$ cat config.mk
export PLATFORM = sky130hd
export DESIGN_NAME = otter_pc_unit
export DESIGN_NICKNAME = d
export VERILOG_FILES = /design/src/rtl/otter_pc_pkg.sv /design/src/rtl/otter_ras.sv /design/src/rtl/otter_pc_unit.sv
export SDC_FILE = /design/constraint.sdc
export NUM_CORES = 1
export LEC_CHECK = 0
export CELL_PAD_IN_SITES_DETAIL_PLACEMENT = 0
export CELL_PAD_IN_SITES_GLOBAL_PLACEMENT = 1
export CORE_MARGIN = 2
export CORE_UTILIZATION = 43
export DETAILED_ROUTE_END_ITERATION = 12
export GPL_TIMING_DRIVEN = 0
export MAX_ROUTING_LAYER = met4
export PLACE_DENSITY_LB_ADDON = 0.1
export SYNTH_ARGS = -nofsm -noshare
export SYNTH_HDL_FRONTEND = slang
export SYNTH_HIERARCHICAL = 1
export SYNTH_SLANG_ARGS = --single-unit
$ cat constraint.sdc
create_clock -name clk_i -period 4.91 [get_ports clk_i]
set_clock_uncertainty 0.15 [all_clocks]
set_input_delay 0.982 -clock clk_i [delete_from_list [all_inputs] [get_ports clk_i]]
set_output_delay 0.982 -clock clk_i [all_outputs]
set_load 0.02 [all_outputs]
$ cat src/rtl/otter_pc_pkg.sv
// Shared types for the OTTER PC unit: next-PC source select and target alignment mask.
// Pure declarations; no latency or flow control of its own.
package otter_pc_pkg;

    typedef enum logic [2:0] {
        PC_SEL_TRAP,
        PC_SEL_HOLD,
        PC_SEL_BR,
        PC_SEL_RET,
        PC_SEL_SEQ
    } pc_sel_t;

    // Low address bits that must be zero for a legal redirect target.
    localparam logic [1:0] ALIGN_MASK = 2'b11;

endpackage

$ cat src/rtl/otter_ras.sv
// Circular return-address stack; top/empty/full valid from registered state, updates 1 cycle after push/pop.
// No backpressure: push on full overwrites the oldest entry, pop on empty is ignored.
module otter_ras #(
    parameter int XLEN      = 32,
    parameter int RAS_DEPTH = 4
) (
    input  logic            clk_i,
    input  logic            rst_n_i,
    input  logic            push_i,
    input  logic            pop_i,
    input  logic [XLEN-1:0] push_dat_i,
    output logic [XLEN-1:0] top_o,
    output logic            empty_o,
    output logic            full_o
);

    localparam int PW = $clog2(RAS_DEPTH);
    localparam int CW = PW + 1;

    logic [PW-1:0]   ptr_q, ptr_d;
    logic [CW-1:0]   cnt_q, cnt_d;
    logic [XLEN-1:0] mem_q [RAS_DEPTH];
    logic [PW-1:0]   top_idx;
    logic            pop_ok;

    assign top_idx = ptr_q - PW'(1);
    assign top_o   = mem_q[top_idx];
    assign empty_o = (cnt_q == '0);
    assign full_o  = (cnt_q == CW'(RAS_DEPTH));
    assign pop_ok  = pop_i & ~empty_o;

    always_comb begin
        ptr_d = ptr_q;
        cnt_d = cnt_q;
        case ({push_i, pop_ok})
            2'b10: begin
                ptr_d = ptr_q + PW'(1);
                if (!full_o) cnt_d = cnt_q + CW'(1);
            end
            2'b01: begin
                ptr_d = top_idx;
                cnt_d = cnt_q - CW'(1);
            end
            default: ;
        endcase
    end

    always_ff @(posedge clk_i or negedge rst_n_i) begin
        if (!rst_n_i) begin
            ptr_q <= '0;
            cnt_q <= '0;
        end else begin
            ptr_q <= ptr_d;
            cnt_q <= cnt_d;
        end
    end

    // Simultaneous push+pop replaces the top in place instead of advancing.
    always_ff @(posedge clk_i) begin
        if (push_i) mem_q[pop_ok ? top_idx : ptr_q] <= push_dat_i;
    end

endmodule

$ cat src/rtl/otter_pc_unit.sv
// Fetch-stage PC: priority next-PC select (trap > stall > branch > RAS return > sequential), 1-cycle latency.
// Stall holds PC and RAS; a trap still redirects. Misaligned targets are rejected with a 1-cycle flag.
module otter_pc_unit
    import otter_pc_pkg::*;
#(
    parameter int              XLEN      = 32,
    parameter logic [XLEN-1:0] RESET_VEC = '0,
    parameter int              INC       = 4,
    parameter int              RAS_DEPTH = 4
) (
    input  logic            clk_i,
    input  logic            rst_n_i,
    input  logic            pc_stall_i,
    input  logic            trap_en_i,
    input  logic [XLEN-1:0] trap_vec_i,
    input  logic            br_en_i,
    input  logic [XLEN-1:0] br_tgt_i,
    input  logic            ras_push_i,
    input  logic            ras_pop_i,
    output logic [XLEN-1:0] pc_count_o,
    output logic [XLEN-1:0] pc_next_o,
    output logic            ras_empty_o,
    output logic            ras_full_o,
    output logic            ras_uflow_o,
    output logic            misalign_o
);

    pc_sel_t         sel;
    logic [XLEN-1:0] pc_q, pc_d;
    logic [XLEN-1:0] pc_seq, ras_top;
    logic            uflow_q, uflow_d;
    logic            misalign_q, misalign_d;
    logic            ras_push, ras_pop;

    assign pc_seq = pc_q + XLEN'(INC);

    always_comb begin
        if (trap_en_i)                      sel = PC_SEL_TRAP;
        else if (pc_stall_i)                sel = PC_SEL_HOLD;
        else if (br_en_i)                   sel = PC_SEL_BR;
        else if (ras_pop_i && !ras_empty_o) sel = PC_SEL_RET;
        else                                sel = PC_SEL_SEQ;
    end

    assign misalign_d = ((sel == PC_SEL_TRAP) && ((trap_vec_i[1:0] & ALIGN_MASK) != '0)) ||
                        ((sel == PC_SEL_BR)   && ((br_tgt_i[1:0]   & ALIGN_MASK) != '0));

    always_comb begin
        pc_d = pc_q;
        case (sel)
            PC_SEL_TRAP: pc_d = trap_vec_i;
            PC_SEL_BR:   pc_d = br_tgt_i;
            PC_SEL_RET:  pc_d = ras_top;
            PC_SEL_SEQ:  pc_d = pc_seq;
            default:     pc_d = pc_q;
        endcase
        if (misalign_d) pc_d = pc_q;
    end

    // Trap and stall freeze the stack; a rejected redirect must not leave a stray call entry.
    assign ras_push = ras_push_i && !misalign_d &&
                      (sel == PC_SEL_BR || sel == PC_SEL_RET || sel == PC_SEL_SEQ);
    assign ras_pop  = (sel == PC_SEL_RET);
    assign uflow_d  = (sel == PC_SEL_SEQ) && ras_pop_i && ras_empty_o;

    otter_ras #(
        .XLEN      (XLEN),
        .RAS_DEPTH (RAS_DEPTH)
    ) u_ras (
        .clk_i      (clk_i),
        .rst_n_i    (rst_n_i),
        .push_i     (ras_push),
        .pop_i      (ras_pop),
        .push_dat_i (pc_seq),
        .top_o      (ras_top),
        .empty_o    (ras_empty_o),
        .full_o     (ras_full_o)
    );

    always_ff @(posedge clk_i or negedge rst_n_i) begin
        if (!rst_n_i) begin
            pc_q       <= RESET_VEC;
            uflow_q    <= 1'b0;
            misalign_q <= 1'b0;
        end else begin
            pc_q       <= pc_d;
            uflow_q    <= uflow_d;
            misalign_q <= misalign_d;
        end
    end

    assign pc_count_o  = pc_q;
    assign pc_next_o   = pc_d;
    assign ras_uflow_o = uflow_q;
    assign misalign_o  = misalign_q;

endmodule

==> results.tsv, run 1 <==
metric	value	unit
status	finished, final reports clean	
post-cts-setup-buffer-count	0	
clock_latency	430	ps
critical_path_class	input port to output pin	
crit_top_cell	clkdlybuf4s50_1	
common_cells	edfxtp_1 (128), dfrtp_1 (39), a222oi_1 (29), mux4_2 (29), nand2_1 (28)	
vias_per_cell	6.14	
whs	391	ps
synthArstFlopShare	0.234	
syn2layout_area_growth	32.3	%
yosysTopAreaCellShare	0.499	
critPathSlowestCell	clkdlybuf4s50_1	
rr_endpoint	u_ras/mem_q[1][3]	
met3_usage	0.0504	
largest_area_cell	edfxtp_1	
root_buffer	clkbuf_16	
highest_layer	met4	
worst-path-buf-inv	4	
numCtsBuffers	17	
busiest_layer	met2	
dieHeight	138	um
fp.dieW	138	um
numPortBuffers	138	
drive_above_1_share	0.172	
slew_viol_final	0	
firstDrtPassIters	8	
r2r_cells	9	
drt-wirelength-per-cell	25.4	um
floorplan.nets	591	
synth_chip_area	7700	um2
yosysWarnings	6	
p_leak	0.00355	uW
dp_hpwl	15.9	mm
yosysUniqueCellTypes	60	
crit_family	buffers and inverters	
top_cell	edfxtp_1	
use_met1	0.345	
fp_util	0.442	
r2r-start	u_ras/cnt_q[0]	
layout.cells.non_filler	916	
cp-end-kind	output pin	
worstPathCellList	clkdlybuf4s50_1 -> buf_2 -> nor3_2 -> nand2_1 -> clkbuf_1 -> o311ai_1 -> clkdlybuf4s50_1	
ff2ff_setup_slack	1320	ps
hp-class	input port to asynchronous set/reset pin	
lay_top_cells	clkdlybuf4s50_1 (135), edfxtp_1 (128), dfrtp_1 (39)	
netlist_area	7700	um2
drc_errors	0	
gp_congestion	0.861	
htree_levels	4	
crit_fanout	10	
final_net_count	754	
met1_length	9.34	mm
postSynthCellCount	515	
cts_hold_buffers	0	
clk_pin_slew	60	ps
overflow	0	
wl_met2	11.4	mm
antenna_found_initial	0	
dp_cells	883	
power.density	446	nW/um2
globalRouteMet2Util	0.420	
detail-route-antenna-nets	0	
worst_pin_slew	850	ps
grt_max_degree	23	
min_period	4740	ps
ios	139	
start_kind	input port	
fin_area	10200	um2
wl_met3	2.10	mm
insertedDiodeCount	0	
fmax	211	MHz
initialDrtViolationCount	649	
enable_flop_cells	128	
rows	48	
grt_pass1_vias	5704	
clock_path_buffers	2	
total_power	4550	uW
max_slew_margin	0.425	
cp_data_required_time	3780	ps
setup_violations	0	
warnings	29	
rsz0062_at_grt	no	
placed_cell_area	9520	um2
cp_data_arrival_time	3610	ps
grt_pass1_wl	34.3	mm
core-area	17400	um2
vdd_drop_max	306	uV
timing.max_cap.violations	0	
lay_top_count	clkdlybuf4s50_1	
clock_sinks	167	
synth-main-ff-cell	edfxtp_1	
avgSynthCellArea	15.0	um2
dieArea	19000	um2
numSynthFlops	167	
ys_seq_frac	0.626	
top_cells_by_area	edfxtp_1 (50%), dfrtp_1 (13%), mux4_2 (8.5%), a222oi_1 (3.8%), xnor2_1 (3.0%)	
cts_tree	yes	
yosysCellCount	515	
cp_slowest_stage_delay	680	ps
cts_resized	15	
finalCritPeriodShare	0.965	
hold_viol	0	
==> run 1: per-stage QoR <==
stage / setup slack [ps] / setup TNS, ps
5_1_grt: 37.7 / 0
6_report: 170 / 0
4_1_cts: -31.6 / -41.3
3_5_place_dp: -343 / -12190
3_3_place_gp: -2310 / -263360
2_1_floorplan: 405 / 0
==> run 1: power by group <==
group / switching, uW / internal, uW / total (uW)
clock: 537 / 827 / 1360
sequential: 117 / 1690 / 1800
combinational: 721 / 657 / 1380
==> run 1: worst max-delay path by stage <==
stage               slack [ps]       start  depth (start not counted)           endpoint
floorplan                  400   trap_en_i                          7  u_ras/mem_q[1][0]
global placement         -2310   trap_en_i                          7  u_ras/mem_q[3][0]
detailed placement        -340   trap_en_i                          7      pc_next_o[19]
CTS                        -30  pc_stall_i                          9      pc_next_o[13]
global route                40   trap_en_i                          7      pc_next_o[29]
finish                     170   trap_en_i                          7      pc_next_o[27]
==> run 1: cells by family (layout without fill, tap and decap cells) <==
family / Yosys count / after routing / synth area share
adder cells (fa/ha/maj): 5 / 5 / 0.00812
AND-OR/OR-AND: 112 / 112 / 0.114
flip-flops: 167 / 167 / 0.626
multiplexers: 35 / 35 / 0.0995
XOR/XNOR: 33 / 33 / 0.0375
buffers and inverters: 48 / 224 / 0.0328
AND/OR/NAND/NOR: 115 / 115 / 0.0830
==> run 1: cell type report <==
class                   count  area (um2)
fillers                  1391        7220
flip-flops and latches    167        4820
multi-input cells         300        2690
repair buffers            144        1500
clock buffers              21         460
well taps                 225         282
plain buffers              37         245
clock inverters            11         148
inverters                  11        41.3
==> run 1: registers in the layout (all words and copies together) (netlist names) <==
name         cells
u_ras/mem_q    128
ras_uflow_o      1
u_ras/cnt_q      3
misalign_o       1
u_ras/ptr_q      2
pc_count_o      32
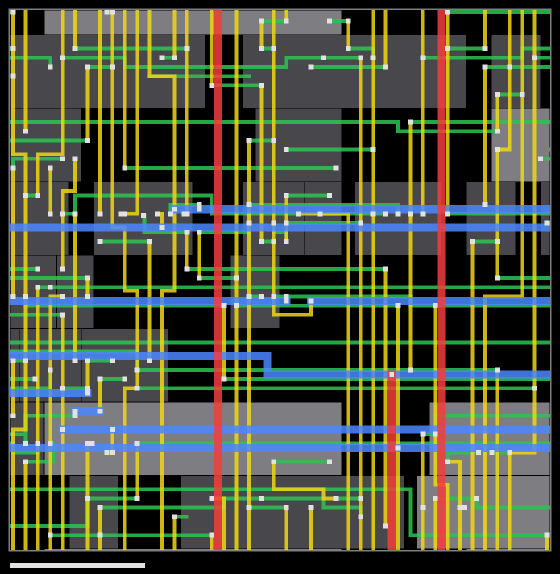
Fig. 1. A small window of the routed layout (run 1).
Bar = 5 um. Window x 59 to 79, y 87 to 107 um. Cells in gray, sequential cells in the stronger gray; small squares are vias.
color	layer
blue	M3
red	M4
yellow	M2
green	M1
most frequent	clkbuf_2 (3), mux4_2 (3)
cells with their middle in the window	20
netlist names of flops here include	u_ras/mem_q (1)
sequential cells in the window	1

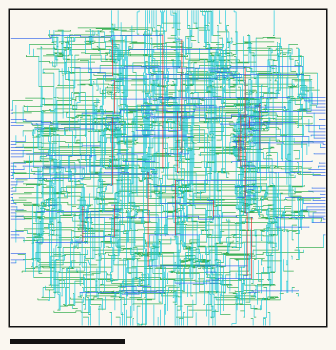
Fig. 2. Metal layers overlaid (run 1).
Bar = 50 um.
color	layer	wire length
green	M1	9,340 um
blue	M3	2,100 um
cyan	M2	11,400 um
red	M4	467 um
routed wire length: 23.3 mm
Via Count: 5,627
GRT Total Usage: 0.264

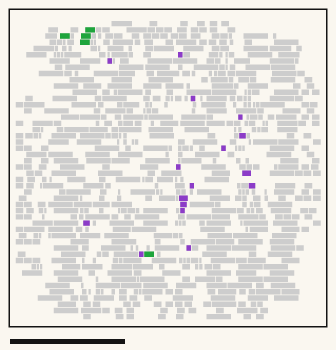
Fig. 3. Logic cells by family (run 1).
Bar = 50 um.
color	family	cells
purple	and/or cells	16
green	fa/ha/maj cells	5

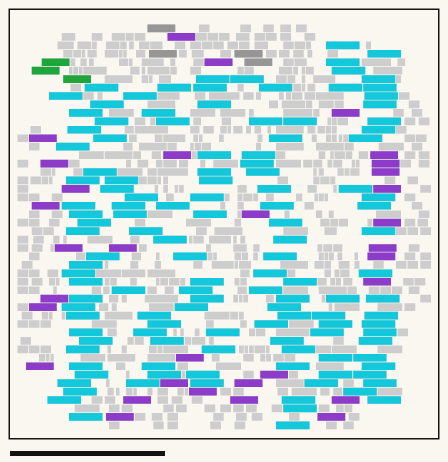
Fig. 4. Sequential cells grouped by signal name (run 1).
Bar = 50 um.
color	signal	flops
cyan	u_ras/mem_q	128
green	u_ras/cnt_q	3
purple	pc_count_o	32
not colored	4
Util after Layout: 0.585
flop share of the area: 0.473
FF+latch area: 4820 um2

==> run 1 -> run 2 <==
- CORE_ASPECT_RATIO: not set -> 0.6
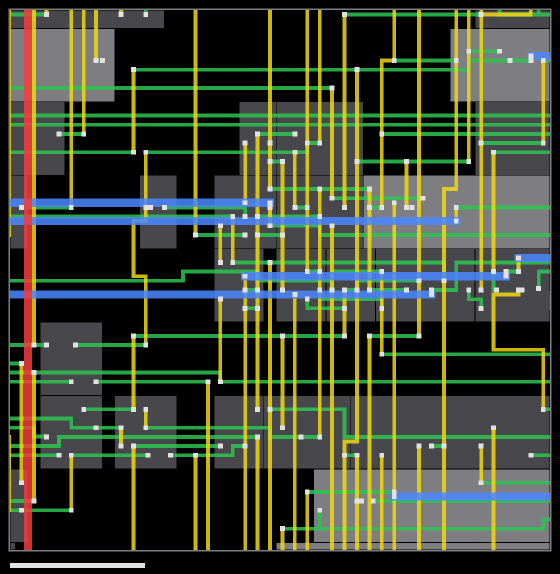
Fig. 5. A small window of the routed layout (run 2).
Bar = 5 um. Window x 78 to 98, y 65 to 85 um. Cells in gray, sequential cells in the stronger gray; small squares are vias.
color	layer
green	M1
yellow	M2
red	M4
blue	M3
most frequent	nand3_1 (3)
sequential cells in the window	2
netlist names of flops here include	u_ras/mem_q (2)
cells with their middle in the window	20

==> run 2 against run 1 <==
First-iteration DRC count rose by 20%. Die size is 0.18% higher. Combinational power is essentially flat. Non-clock buffer count shrank 1. Wire length increased by 1.7%. Largest cell class unchanged. Critical path depth down 1. Clock power shrank 6%. Sequential power is essentially flat. Hold slack lost 110 ps. Register-to-register slack better by 40 ps. Sequential share of layout area up 0.12 points.
==> results.tsv, run 2 <==
metric	value	unit	change
routed_wl	23.7	mm	was 23.3 mm
floorplan.nets	591		unchanged
fmax	205	MHz	was 211 MHz
vias	5615		was 5,627
r2r-start	u_ras/cnt_q[0]		unchanged
avgSynthCellArea	15.0	um2	unchanged
fin_area	10200	um2	about the same
highest_layer	met4		unchanged
critPathSlowestCell	clkdlybuf4s50_1		unchanged
crit_top_cell	clkdlybuf4s50_1		unchanged
finalCritPeriodShare	0.993		was 0.965
tns	0	ps	unchanged
worstPathCellList	clkdlybuf4s50_1 -> nor3b_1 -> clkbuf_2 -> a222oi_1 -> o211ai_1 -> clkdlybuf4s50_1		was clkdlybuf4s50_1 -> buf_2 -> nor3_2 -> nand2_1 -> clkbuf_1 -> o311ai_1 -> clkdlybuf4s50_1
slew_viol_final	0		unchanged
antenna_found_initial	0		unchanged
drive_above_1_share	0.172		about the same
detail-route-antenna-nets	0		unchanged
cp_slowest_stage_delay	700	ps	was 680 ps
enable_flop_cells	128		unchanged
track_usage	0.264		about the same
critical_path_class	input port to output pin		unchanged
min_period	4870	ps	was 4740 ps
rr_endpoint	u_ras/mem_q[1][8]		was u_ras/mem_q[1][3]
drt-wirelength-per-cell	25.6	um	was 25.4 um
met3_usage	0.0480		was 0.0504
vias_per_cell	6.08		was 6.14
ff2ff_setup_slack	1360	ps	was 1320 ps
fp_util	0.444		was 0.442
wl_met2	10.1	mm	was 11.4 mm
fillers	1335		was 1,391
wl_met3	2.26	mm	was 2.10 mm
fin_util	0.586		was 0.585
ios	139		unchanged
yosysTopAreaCellShare	0.499		unchanged
htree_levels	4		unchanged
place_ws	-460	ps	was -343 ps
rsz0062_at_grt	no		unchanged
numCtsBuffers	17		unchanged
placed_cell_area	9550	um2	was 9520 um2
top_cells_by_area	edfxtp_1 (50%), dfrtp_1 (13%), mux4_2 (8.5%), a222oi_1 (3.8%), xnor2_1 (3.0%)		unchanged
crit_family	buffers and inverters		unchanged
clock_sinks	167		unchanged
fp.dieW	177	um	was 138 um
lay_top_cells	clkdlybuf4s50_1 (136), edfxtp_1 (128), dfrtp_1 (39)		was clkdlybuf4s50_1 (135), edfxtp_1 (128), dfrtp_1 (39)
clk_pin_slew	70	ps	was 60 ps
synthArstFlopShare	0.234		unchanged
met1_length	11.1	mm	was 9.34 mm
comb_area	2700	um2	was 2690 um2
finalWorstSetupSlack	36.4	ps	was 170 ps
root_buffer	clkbuf_16		unchanged
clock_latency	430	ps	about the same
r2r_cells	8		was 9
cp_data_arrival_time	3740	ps	was 3610 ps
dp_hpwl	16.4	mm	was 15.9 mm
hp-class	input port to asynchronous set/reset pin		unchanged
worst_pin_slew	1100	ps	was 850 ps
ys_seq_frac	0.626		unchanged
yosysWarnings	6		unchanged
hold_viol	0		unchanged
setup_violations	0		unchanged
grt_pass1_wl	34.8	mm	was 34.3 mm
start_kind	input port		unchanged
netlist_area	7700	um2	unchanged
power.density	440	nW/um2	was 446 nW/um2
status	finished, final reports clean		unchanged
initialDrtViolationCount	781		was 649
firstDrtPassIters	7		was 8
final_net_count	753		was 754
[run 2: cell counts after synthesis]
No cell type changed its count.
[run 2: layout make-up]
class / count / share of cell area
Clock buffer: 18 / 0.0422
Sequential cell: 167 / 0.474
Multi-Input combinational cell: 300 / 0.265
Buffer: 37 / 0.0244
Clock inverter: 14 / 0.0129
Inverter: 11 / 0.00406
Tap cell: 234 / 0.0288
Timing Repair Buffer: 143 / 0.148
[run 2: kinds of logic (layout without fill, tap and decap cells)]
family	count (synthesis)	after routing	share of synthesized area
and+or+nand+nor	115	115	0.0830
adders and majority gates	5	5	0.00812
buffers and inverters	48	223	0.0328
DFF	167	167	0.626
muxes	35	35	0.0995
AOI/OAI and AO/OA	112	112	0.114
xor gates and xnor gates	33	33	0.0375
[run 2: how the worst max path moves through the flow]
stage                          from                end  slack [ps]  cells after the start
final                       br_en_i      pc_next_o[19]          40                      6
after global routing      trap_en_i      pc_next_o[24]         0.6                      8
after CTS                 trap_en_i       pc_next_o[2]          20                      9
after detailed placement  trap_en_i      pc_next_o[19]        -460                      7
after global placement    trap_en_i  u_ras/mem_q[3][1]       -2470                      7
after floorplan           trap_en_i  u_ras/mem_q[1][0]         400                      7
[run 2: where the power goes]
group / switching [uW] / total (uW) / internal [uW] / leakage [uW]
registers: 122 / 1810 / 1690 / 0.00165
logic: 732 / 1390 / 659 / 0.00160
clock network: 606 / 1280 / 672 / 0.000271
total: 1460 / 4480 / 3020 / 0.00352
[run 2: per-stage QoR]
step / std cells / hold WS [ps]
2_1_floorplan: 515 / 348
3_3_place_gp: 887 / 382
3_5_place_dp: 892 / 409
4_1_cts: 924 / 281
5_1_grt: 924 / 283
6_report: 924 / 280
[run 2: what timing repair did]
item,in CTS,in global routing
setup buffers,0,0
gates resized,13,27
setup endpoints to repair,25,30
Power is estimated from default activity; no workload was simulated.
